Fig. 1: run 1, local utilization
Bar = 20 um. 8 x 8 tiles, from dark purple (low) to yellow (high), 0 to 100% covered.
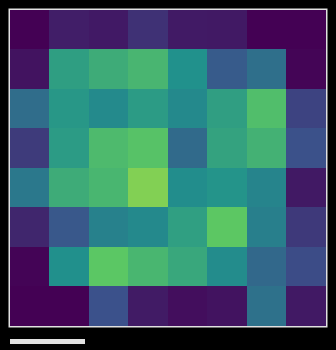
Fig. 2: run 1, clock routing
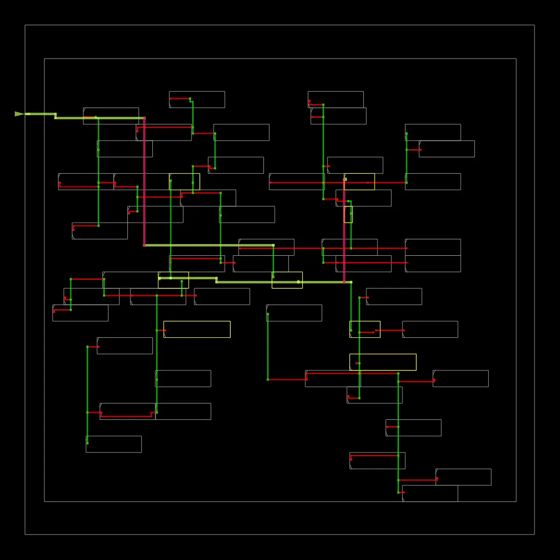
Fig. 3: run 1, sequential cells colored by netlist name
Bar = 20 um. Other sequential cells in the stronger gray, the rest of the logic in the fainter gray.
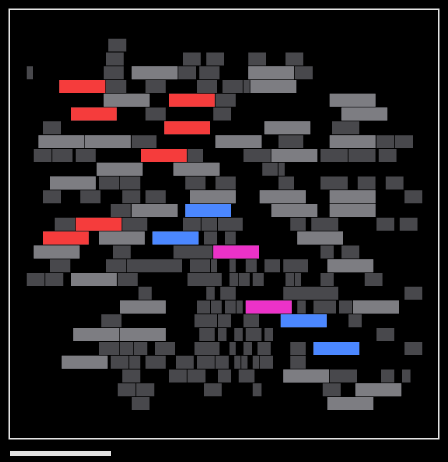
**config.mk**
```make
export PLATFORM = sky130hd
export DESIGN_NAME = midi_msg_decoder
export DESIGN_NICKNAME = d
export VERILOG_FILES = /design/src/rtl/midi_msg_decoder.sv
export SDC_FILE = /design/constraint.sdc
export NUM_CORES = 1
export LEC_CHECK = 0
export CORE_MARGIN = 3
export CORE_UTILIZATION = 32
export CTS_CLUSTER_DIAMETER = 150
export DETAILED_ROUTE_END_ITERATION = 12
export PLACE_DENSITY_LB_ADDON = 0.1
export SLEW_MARGIN = 20
export SYNTH_ARGS = -nofsm -noshare
export SYNTH_HDL_FRONTEND = slang
export SYNTH_SLANG_ARGS = --single-unit
```
**constraint.sdc**
```tcl
create_clock -name clk -period 2.32 [get_ports clk]
set_input_delay 0.464 -clock clk [delete_from_list [all_inputs] [get_ports clk]]
set_output_delay 0.464 -clock clk [all_outputs]
set_load 0.05 [all_outputs]
```
**src/rtl/midi_msg_decoder.sv**
```systemverilog
// MIDI channel-message decoder: parses a resynchronised UART byte stream with running
// status and emits registered one-cycle event pulses plus held note/controller fields.
module midi_msg_decoder #(
  parameter logic [6:0] RESET_CC = 7'd121
) (
  input  logic       clk,
  input  logic       nreset,
  input  logic       valid_byte,
  input  logic [7:0] data,
  output logic       note_pressed,
  output logic       note_released,
  output logic       note_keypress,
  output logic       cc_update,
  output logic [6:0] note,
  output logic [6:0] velocity,
  output logic [3:0] channel,
  output logic [7:0] addr,
  output logic       rst_cmd
);

  typedef enum logic [1:0] {
    IDLE    = 2'd0,
    WAIT_D1 = 2'd1,
    WAIT_D2 = 2'd2,
    IGNORE  = 2'd3
  } state_t;

  state_t     state, state_nxt;
  logic [3:0] kind, kind_nxt;
  logic [3:0] chan, chan_nxt;
  logic [6:0] d1, d1_nxt;

  logic       pressed_nxt, released_nxt, keypress_nxt, cc_nxt, rst_nxt;
  logic [6:0] note_nxt, velocity_nxt;
  logic [3:0] channel_nxt;
  logic [7:0] addr_nxt;

  always_ff @(posedge clk or negedge nreset) begin
    if (!nreset) begin
      state         <= IDLE;
      kind          <= 4'd0;
      chan          <= 4'd0;
      d1            <= 7'd0;
      note_pressed  <= 1'b0;
      note_released <= 1'b0;
      note_keypress <= 1'b0;
      cc_update     <= 1'b0;
      rst_cmd       <= 1'b0;
      note          <= 7'd0;
      velocity      <= 7'd0;
      channel       <= 4'd0;
      addr          <= 8'd0;
    end else begin
      state         <= state_nxt;
      kind          <= kind_nxt;
      chan          <= chan_nxt;
      d1            <= d1_nxt;
      note_pressed  <= pressed_nxt;
      note_released <= released_nxt;
      note_keypress <= keypress_nxt;
      cc_update     <= cc_nxt;
      rst_cmd       <= rst_nxt;
      note          <= note_nxt;
      velocity      <= velocity_nxt;
      channel       <= channel_nxt;
      addr          <= addr_nxt;
    end
  end

  always_comb begin
    state_nxt    = state;
    kind_nxt     = kind;
    chan_nxt     = chan;
    d1_nxt       = d1;
    pressed_nxt  = 1'b0;
    released_nxt = 1'b0;
    keypress_nxt = 1'b0;
    cc_nxt       = 1'b0;
    rst_nxt      = 1'b0;
    note_nxt     = note;
    velocity_nxt = velocity;
    channel_nxt  = channel;
    addr_nxt     = addr;

    if (valid_byte) begin
      if (data[7]) begin
        if (data == 8'hFF) begin
          rst_nxt   = 1'b1;
          state_nxt = IDLE;
          kind_nxt  = 4'd0;
          chan_nxt  = 4'd0;
        end else if (data >= 8'hF8) begin
          // Realtime bytes pass through without disturbing a message in flight.
          state_nxt = state;
        end else if (data >= 8'hF0) begin
          state_nxt = IGNORE;
          kind_nxt  = 4'd0;
          chan_nxt  = 4'd0;
        end else begin
          state_nxt = WAIT_D1;
          kind_nxt  = data[7:4];
          chan_nxt  = data[3:0];
        end
      end else begin
        case (state)
          WAIT_D1: begin
            d1_nxt = data[6:0];
            // Program change and channel pressure finish on one byte and are dropped.
            if (kind == 4'hC || kind == 4'hD) begin
              state_nxt = WAIT_D1;
            end else begin
              state_nxt = WAIT_D2;
            end
          end
          WAIT_D2: begin
            state_nxt = WAIT_D1;
            case (kind)
              4'h8: begin
                released_nxt = 1'b1;
                note_nxt     = d1;
                velocity_nxt = data[6:0];
                channel_nxt  = chan;
              end
              4'h9: begin
                if (data[6:0] != 7'd0) begin
                  pressed_nxt = 1'b1;
                end else begin
                  released_nxt = 1'b1;
                end
                note_nxt     = d1;
                velocity_nxt = data[6:0];
                channel_nxt  = chan;
              end
              4'hA: begin
                keypress_nxt = 1'b1;
                note_nxt     = d1;
                velocity_nxt = data[6:0];
                channel_nxt  = chan;
              end
              4'hB: begin
                cc_nxt       = 1'b1;
                addr_nxt     = {1'b0, d1};
                velocity_nxt = data[6:0];
                channel_nxt  = chan;
                rst_nxt      = (d1 == RESET_CC);
              end
              default: begin
                state_nxt = WAIT_D1;
              end
            endcase
          end
          default: begin
            state_nxt = state;
          end
        endcase
      end
    end
  end

endmodule

```
==> out/qor.yml, run 1 <==
status: "completed"
fin_setup_tns_ns: 0
yosys-stat-area_mm2: 0.00197
wl_um: 4450
fin_ws_ns: 0.374
post_cts_buffers: 0
seq_area_frac_synth: 0.597
synthFlopType: "dfrtp_1"
hp-class: "in -> async"
async_reset_ff_frac: 1.00
max_freq_mhz: 514
dieWidth_um: 84.5
root_buffer: "clkbuf_8"
layout_min_cycle_time_ns: 1.95
antenna_found_initial: 0
final-setup-viol-count: 0
yosys.cell_count.top_type: "dfrtp_1"
cap_violations: 0
critical_path_buf_inv_count: 1
grt_pass1_vias: 1430
wl_per_cell_um: 17.1
required_ns: 1.86
dp_cells: 253
htree_levels: 2
dp_hpwl_um: 3210
synthTopCellsByArea: "dfrtp_1 (60%), mux2_2 (14%), mux2_4 (5.3%), a22o_1 (3.1%), nand4_4 (1.1%)"
netlist_area_mm2: 0.00197
netSwitchingFraction: 0.387
drv_slew: 0
power_density_mw_per_mm2: 1290
synth.distinct_cells: 38
largest_area_cell: "dfrtp_1"
fin_skew_ns: 0.00987
cts_sinks: 47
ys_cells: 134
num_rows: 27
fin_crit_sh: 0.839
areaGrowthSynthToFinish_pct: 34.2
seqPwrFrac: 0.374
p_int_mw: 2.10
critical-path-slowest-cell: "clkdlybuf4s50_1"
slowest_delay_ns: 0.81
die_h_um: 84.5
synth-edff-count: 0
clkPwrFrac: 0.204
syn-num-nets: 145
numSynthFlops: 47
crit_path_cell_trace: "clkdlybuf4s50_1"
num_vias: 1301
end_kind: "output pin"
die-area_mm2: 0.00713
leakage_nw: 1.23
reg2reg_slack_ns: 0.61
grt_pass1_wl_um: 7720
pin_count: 42
hold_buffers: 0
fin_nets: 199
instances_no_fill: 261
antenna_cells: 0
drc: 0
postSynthAreaPerCell_um2: 14.7
yosys.area.top_type_share: 0.597
worst_pin_slew_ns: 0.591
Notes on Fig. 1 above:
mean over tiles = 36%
nearly empty tiles = 11%
tiles over 75% full = 1.6%
fullest tile = 81%
densest ninth of the die = center
Init Core Util: 0.343
Finished Core Util: 0.460
core region area: 0.00574 mm2

Notes on Fig. 2 above:
seq_cells: 47
Skew-Pair Late Insertion Delay: 0.30 ns
clock buffers: 6

Notes on Fig. 3 above:
state -> magenta  # sequential cells 2
note -> red  # sequential cells 7
kind -> blue  # sequential cells 4
not colored = 34
Flop+latch power: 1.28 mW
Seq area share: 0.445

[run 1: state kept, by name (all words and copies together) (netlist names)]
signal	count
note_keypress	1
rst_cmd	1
addr	7
note	7
note_pressed	1
state	2
kind	4
chan	4
velocity	7
cc_update	1
d1	7
channel	4
note_released	1
[run 1: per-layer routing]
layer,vias to the layer above,global-route usage,part of all wire
met4,0,0.0460,0.0085
met1,658,0.178,0.43
met2,41,0.225,0.50
met3,4,0.0343,0.063
met5,-,0,0
li1,598,-,-
[run 1: through the flow]
| step | hold WS [ns] | area [um2] |
|---|---|---|
| after floorplan | 0.168 | 1970 |
| after global placement | 0.488 | 2510 |
| after detailed placement | 0.492 | 2510 |
| after CTS | 0.273 | 2640 |
| after global routing | 0.291 | 2640 |
| final | 0.244 | 2640 |
[run 1: layout by cell type (no fill, tap or decap), drive strengths merged, types with 2 or more instances in the layout]
| master | count |
|---|---|
| dfrtp | 47 |
| clkdlybuf4s50 | 39 |
| mux2 | 32 |
| buf | 12 |
| a22o | 7 |
| clkbuf | 6 |
| nand2 | 5 |
| inv | 4 |
| nand3 | 4 |
| nor2b | 3 |
| o21ai | 3 |
| nor3b | 3 |
| a21oi | 2 |
| bufinv | 2 |
| nand4 | 2 |
[run 1: logic make-up (layout without fill, tap and decap cells)]
group / count (synthesis) / count (layout) / share of synthesized area
flops: 47 / 47 / 0.597
compound gates: 20 / 20 / 0.0762
simple gates: 26 / 26 / 0.107
mux: 32 / 32 / 0.196
buf+inv: 8 / 63 / 0.0210
other cells: 1 / 1 / 0.00190
[run 1: area by class of cell]
| cell class | instances | area [um2] | area share |
|---|---|---|---|
| Sequential cell | 47 | 1180 | 0.445 |
| Multi-Input combinational cell | 79 | 752 | 0.284 |
| Timing Repair Buffer | 51 | 478 | 0.181 |
| Tap cell | 72 | 90.1 | 0.0341 |
| Clock buffer | 6 | 72.6 | 0.0274 |
| Clock inverter | 2 | 60.1 | 0.0227 |
| Inverter | 4 | 15.0 | 0.00568 |
[run 1: power groups by stage]
stage	registers (mW)	logic (mW)	clock network, mW
after global placement	1.29	1.44	0
after global routing	1.33	1.51	0.756
after CTS	1.29	1.46	0.715
after detailed placement	1.30	1.46	0
final	1.28	1.44	0.698
after floorplan	1.86	0.377	0
[run 1: path summary, 6_finish.rpt]
check | from | depth (start not counted) | to
hold reg to reg | chan[3]$_DFFE_PN0P_ | 1 | chan[3]$_DFFE_PN0P_
setup reg to reg | state[0]$_DFFE_PN0P_ | 3 | note[5]$_DFFE_PN0P_
min in group clk | chan[3]$_DFFE_PN0P_ | 1 | chan[3]$_DFFE_PN0P_
setup / recovery | velocity[6]$_DFFE_PN0P_ | 1 | velocity[6]
max in group asynchronous | nreset | 2 | velocity[2]$_DFFE_PN0P_
hold / removal | nreset | 2 | note_keypress$_DFF_PN0_
Fig. 4: run 1, wire density map
17 x 17 tiles, from dark purple (low) to yellow (high), scaled to the fullest tile. Values are wire area over tile area, all layers added.
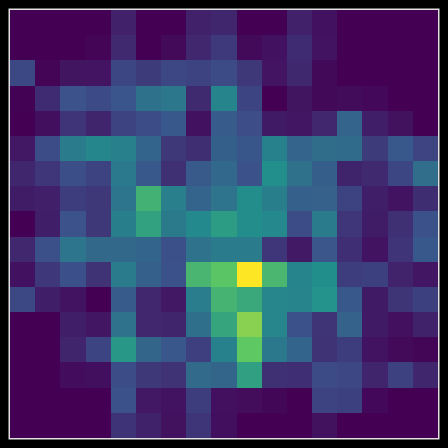

==> inputs of run 2 (changes only) <==
==> constraint.sdc (replaced) <==
create_clock -name clk -period 1.7 [get_ports clk]
set_input_delay 0.34 -clock clk [delete_from_list [all_inputs] [get_ports clk]]
set_output_delay 0.34 -clock clk [all_outputs]
set_load 0.05 [all_outputs]
Fig. 5: run 2, wire density map
17 x 17 tiles, from dark purple (low) to yellow (high), scaled to the fullest tile. Values are wire area over tile area, all layers added.
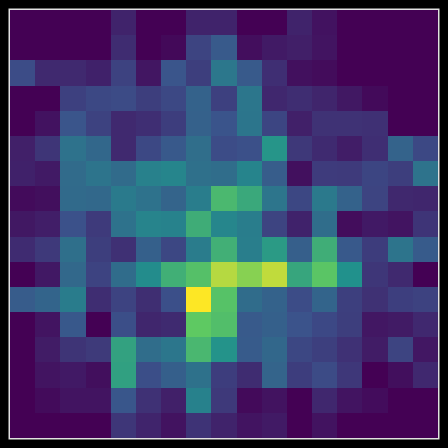
mean over tiles = 0.10
nearly empty tiles = 18%
emptiest ninth of the die = upper right
tiles over half the peak = 8.0%
fullest tile = 0.49
Tot GR Track Use: 0.136
routed vias: 1363
routed length per placed instance: 16.9 um
WL final: 4580 um

==> out/qor.yml, run 2 <==
status: "completed"
end_kind: "flip-flop"
fin_nets: 209  # +5.0%
htree_levels: 2  # unchanged
numSynthFlops: 47  # unchanged
async_reset_ff_frac: 1.00  # unchanged
areaGrowthSynthToFinish_pct: 36.4
dp_cells: 258  # +2.0%
netSwitchingFraction: 0.405  # +0.0176
antenna_cells: 0  # unchanged
cap_violations: 0  # unchanged
fin_skew_ns: 0.00443  # -0.00543 ns
power_density_mw_per_mm2: 1690  # +30%
max_freq_mhz: 640
synthTopCellsByArea: "dfrtp_1 (60%), mux2_2 (14%), mux2_4 (5.3%), a22o_1 (3.1%), nand4_4 (1.1%)"
hp-class: "reg -> reg"
critical_path_buf_inv_count: 1  # unchanged
dp_hpwl_um: 3340  # +3.9%
reg2reg_slack_ns: 0.14  # -0.47 ns
clock.latency.late_pin_ns: 0.30  # about the same
mostFrequentLayoutCells: "dfrtp_1 (47), buf_4 (47), mux2_2 (24)"
final-setup-viol-count: 0  # unchanged
instances_no_fill: 271  # +3.8%
synth.distinct_cells: 38  # unchanged
seq_area_frac_synth: 0.597  # unchanged
fin_ws_ns: 0.138  # -0.237 ns
worst_pin_slew_ns: 0.636  # +0.0444 ns
largest_area_cell: "dfrtp_1"
syn-num-nets: 145  # unchanged
seqPwrFrac: 0.387  # +0.013
crit_path_cell_trace: "nor3b_4 > buf_4 > nand4_4 > mux2_4"
cts_sinks: 47  # unchanged
layout_min_cycle_time_ns: 1.56
die-area_mm2: 0.00713  # unchanged
clkPwrFrac: 0.186  # -0.018
grt_pass1_wl_um: 7620  # -1.3%
wl_met3_um: 237  # -16%
yosys.cell_count.top_type: "dfrtp_1"
pin_count: 42  # unchanged
postSynthAreaPerCell_um2: 14.7  # unchanged
fin_crit_sh: 0.919
critical-path-slowest-cell: "dfrtp_1"
antenna_found_initial: 0  # unchanged
slowest_delay_ns: 0.42  # -0.39 ns
routedLengthMet1_um: 2010  # +4.7%
design_area_mm2: 0.00269  # +1.6%
routed.top_layer: "met4"
fin_setup_tns_ns: 0  # unchanged
place_area_mm2: 0.00249  # -1.0%
yosys-stat-area_mm2: 0.00197  # unchanged
==> run 2: final cells by class <==
type                    count  area (um2)
fillers                   544        3060
flip-flops and latches     47        1180
multi-input cells          80         785
repair buffers             60         503
well taps                  72        90.1
clock buffers               6        82.6
clock inverters             2        35.0
inverters                   4        15.0
==> run 2: kinds of logic after synthesis <==
family                 after synthesis  synth area share
buffers and inverters                8            0.0210
flip-flops                          47             0.597
multiplexers                        32             0.196
AND/OR/NAND/NOR                     26             0.107
AND-OR/OR-AND                       20            0.0762
other                                1           0.00190
==> run 2: routing by layer <==
layer  vias up  track usage
met1       696        0.170
met4         0       0.0532
li1        624            -
met3         4       0.0422
met5         -            0
met2        39        0.222
==> run 2: worst paths after layout <==
kind,start,endpoint,depth (start not counted)
worst min register to register,kind[3]$_DFFE_PN0P_,kind[3]$_DFFE_PN0P_,1
min in group asynchronous,nreset,channel[3]$_DFFE_PN0P_,2
worst max register to register,kind[2]$_DFFE_PN0P_,addr[0]$_DFFE_PN0P_,4
worst max-delay path,kind[2]$_DFFE_PN0P_,addr[0]$_DFFE_PN0P_,4
worst min-delay path,kind[3]$_DFFE_PN0P_,kind[3]$_DFFE_PN0P_,1
max in group asynchronous,nreset,d1[0]$_DFFE_PN0P_,3
==> run 2: repair_timing <==
item	in CTS	in global routing
hold buffers	1	0
endpoints found under the setup margin	7	16
gates cloned	0	1
pin swaps	1	3
endpoints found under the hold margin	18	0
gates resized	1	4
setup buffers	0	3
==> run 2: power by group through the flow <==
stage | logic [mW] | registers [mW] | clock network (mW)
after floorplan | 0.514 | 2.54 | 0
after global placement | 1.91 | 1.75 | 0
after detailed placement | 1.93 | 1.77 | 0
after CTS | 1.94 | 1.76 | 0.866
after global routing | 2.03 | 1.82 | 0.916
final | 1.94 | 1.75 | 0.843
Fig. 6: run 2, local utilization
Bar = 20 um. 8 x 8 tiles, from dark purple (low) to yellow (high), 0 to 100% covered.
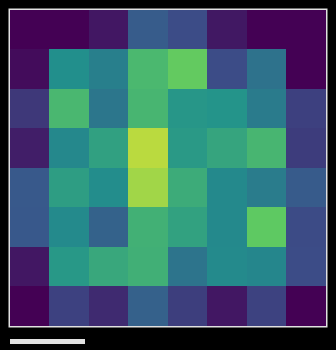

==> inputs of run 3 (changes only) <==
--- a/config.mk
+++ b/config.mk
@@ -9,7 +9,7 @@
 export CORE_UTILIZATION = 32
 export CTS_CLUSTER_DIAMETER = 150
 export DETAILED_ROUTE_END_ITERATION = 12
-export PLACE_DENSITY_LB_ADDON = 0.1
+export PLACE_DENSITY = 0.6
 export SLEW_MARGIN = 20
 export SYNTH_ARGS = -nofsm -noshare
 export SYNTH_HDL_FRONTEND = slang
Fig. 7: run 3, local utilization
Bar = 20 um. 8 x 8 tiles, from dark purple (low) to yellow (high), 0 to 100% covered.
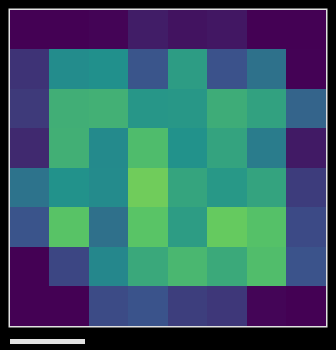
densest ninth of the die = center
nearly empty tiles = 17%
fullest tile = 78%
tiles over 75% full = 3.1%
mean over tiles = 36%
Finished Core Util: 0.462

==> out/qor.yml, run 3 <==
power_density_mw_per_mm2: 1750  # +3.8%
wl_per_cell_um: 16.6  # -1.7%
synth.distinct_cells: 38  # unchanged
critical_path_buf_inv_count: 2  # +1
io_buffers: 40
core_mm2: 0.00574
dieWidth_um: 84.5
slowest_delay_ns: 0.53  # +0.11 ns
rsz0062_at_grt: "no"
postSynthAreaPerCell_um2: 14.7  # unchanged
pin_count: 42  # unchanged
synth-edff-count: 0
dp_hpwl_um: 3250  # -2.6%
crit_type: "in -> reg"
grt_max_degree: 48
seqPwrFrac: 0.379  # -0.008
hp-class: "in -> async"
num_rows: 27
mostFrequentLayoutCell: "buf_4"
antenna_found_initial: 0  # unchanged
reg2reg_slack_ns: 0.23  # +0.09 ns
combPwrFrac: 0.414
status: "completed"
layout_min_cycle_time_ns: 1.65  # +0.0863 ns
die_h_um: 84.5
seq_area_frac_synth: 0.597  # unchanged
die-area_mm2: 0.00713  # unchanged
root_buffer: "clkbuf_8"
end_kind: "flip-flop"
ys_cells: 134
synthFlopType: "dfrtp_1"
clkPwrFrac: 0.207  # +0.021
synthTopCellsByArea: "dfrtp_1 (60%), mux2_2 (14%), mux2_4 (5.3%), a22o_1 (3.1%), nand4_4 (1.1%)"
syn-num-nets: 145  # unchanged
clockBufferDepth: 2
numSynthFlops: 47  # unchanged
htree_levels: 2  # unchanged
fin_skew_ns: 0.00555  # +0.00111 ns
grt_pass1_vias: 1494
grt_use_total: 0.134  # -0.00249
wl_um: 4490  # -2.1%
clock.latency.late_pin_ns: 0.30  # about the same
netlist_area_mm2: 0.00197
yosys-stat-area_mm2: 0.00197  # unchanged
worst_pin_slew_ns: 0.551  # -0.0843 ns
initCoreUtil: 0.343
fin_setup_tns_ns: 0  # unchanged
cts_buffers: 5
yosys.area.top_type_share: 0.597
ir_drop_uv: 772
critical-path-slowest-cell: "clkdlybuf4s50_1"
drv_slew: 0
place_congestion: 0.832
fin_crit_sh: 0.970  # +0.0508
cp_max_fo: 9
crit_path_cell_trace: "clkdlybuf4s50_1 > nand2b_4 > nor3b_4 > buf_4 > nand4_4 > mux2_2"
fillCellCount: 524  # -3.7%
setup.worst_path.start_class: "primary input"
p_switching_mw: 1.84
tool_warnings: 27
largest_area_cell: "dfrtp_1"
yosys.cell_count.top_type: "dfrtp_1"
drive_gt1_frac: 0.500
ant_nets: 0
ys_top_cells_by_count: "dfrtp_1 (47), mux2_2 (25), a22o_1 (7), mux2_4 (7)"
netSwitchingFraction: 0.396  # -0.00823
drtPass1Iterations: 4
antenna_cells: 0  # unchanged
seq_area_mm2: 0.00118  # unchanged
slew_headroom: 0.631
mostFrequentLayoutCells: "buf_4 (49), dfrtp_1 (47), mux2_2 (25)"
max_freq_mhz: 607  # -5.2%
finalPower_mw: 4.65
async_reset_ff_frac: 1.00  # unchanged
clkTransAtPathRegs_ns: 0.08
post_cts_resized: 0  # -1
p_int_mw: 2.81
drt_iter0_drc: 58
logic_area_um2: 752  # -4.1%
final-setup-viol-count: 0  # unchanged
required_ns: 1.89
cp.arrival_ns: 1.84
cts_sinks: 47  # unchanged
cap_violations: 0  # unchanged
fin_nets: 208  # -0.48%
areaGrowthSynthToFinish_pct: 34.7
via_per_inst: 4.93
num_vias: 1332  # -2.3%
grt_pass1_wl_um: 7560  # -0.81%
[run 3: per-layer routing]
metal | track usage | part of all wire | up-vias
met5 | 0 | 0 | -
met4 | 0.0388 | 0.011 | 0
met3 | 0.0353 | 0.044 | 5
met2 | 0.226 | 0.50 | 36
met1 | 0.169 | 0.45 | 671
li1 | - | - | 620
[run 3: layout make-up]
class	count	share of cell area
Tap cell	72	0.0340
Multi-Input combinational cell	79	0.283
Sequential cell	47	0.443
Clock buffer	5	0.0259
Timing Repair Buffer	60	0.182
Inverter	4	0.00566
Clock inverter	3	0.0255
[run 3: logic make-up (layout without fill, tap and decap cells)]
family | after synthesis | in the layout | share of synthesized area
other | 1 | 1 | 0.00190
buffers and inverters | 8 | 72 | 0.0210
multiplexers | 32 | 32 | 0.196
flip-flops | 47 | 47 | 0.597
AND-OR/OR-AND | 20 | 20 | 0.0762
AND/OR/NAND/NOR | 26 | 26 | 0.107
[run 3: path summary, 6_finish.rpt]
path / cells after the start / start / to
max: 6 / valid_byte / addr[0]$_DFFE_PN0P_
min: 2 / nreset / channel[0]$_DFFE_PN0P_
max reg2reg: 4 / state[0]$_DFFE_PN0P_ / addr[0]$_DFFE_PN0P_
min reg2reg: 1 / kind[3]$_DFFE_PN0P_ / kind[3]$_DFFE_PN0P_
max in group asynchronous: 2 / nreset / state[1]$_DFFE_PN0P_
min in group clk: 1 / kind[3]$_DFFE_PN0P_ / kind[3]$_DFFE_PN0P_
[run 3: what timing repair did]
action                                  CTS  global route
cloned                                    0             0
endpoints found under the setup margin   11            14
hold buffers                              0             0
pin swaps                                 1             1
setup buffers                             0             1
[run 3: worst register-to-register path, cell delays in order, from the launching register on]
cell     delay, ns
dfrtp_1       0.45
nor2b_1       0.19
buf_4         0.18
nand4_4       0.21
mux2_2        0.34
[run 3: metrics by stage]
stage	utilization	hold WS [ns]	cells	worst slack [ns]	cell area (um2)
floorplan	-	0.0444	134	0.208	1970
global placement	0.437	0.337	261	-0.298	2510
detailed placement	0.437	0.342	261	-0.366	2510
CTS	0.461	0.0131	269	-0.00619	2650
global route	0.462	0.0201	270	0.00232	2650
finish	0.462	0.00693	270	0.0514	2650
[run 3: power by group through the flow]
stage               combinational (mW)  clock [mW]  sequential (mW)
finish                            1.92       0.962             1.76
detailed placement                1.94           0             1.79
CTS                               1.95       0.985             1.77
global route                      2.02        1.05             1.82
global placement                  1.91           0             1.76
floorplan                        0.514           0             2.54
No activity file was given, so power comes from the tool's default toggle rates.
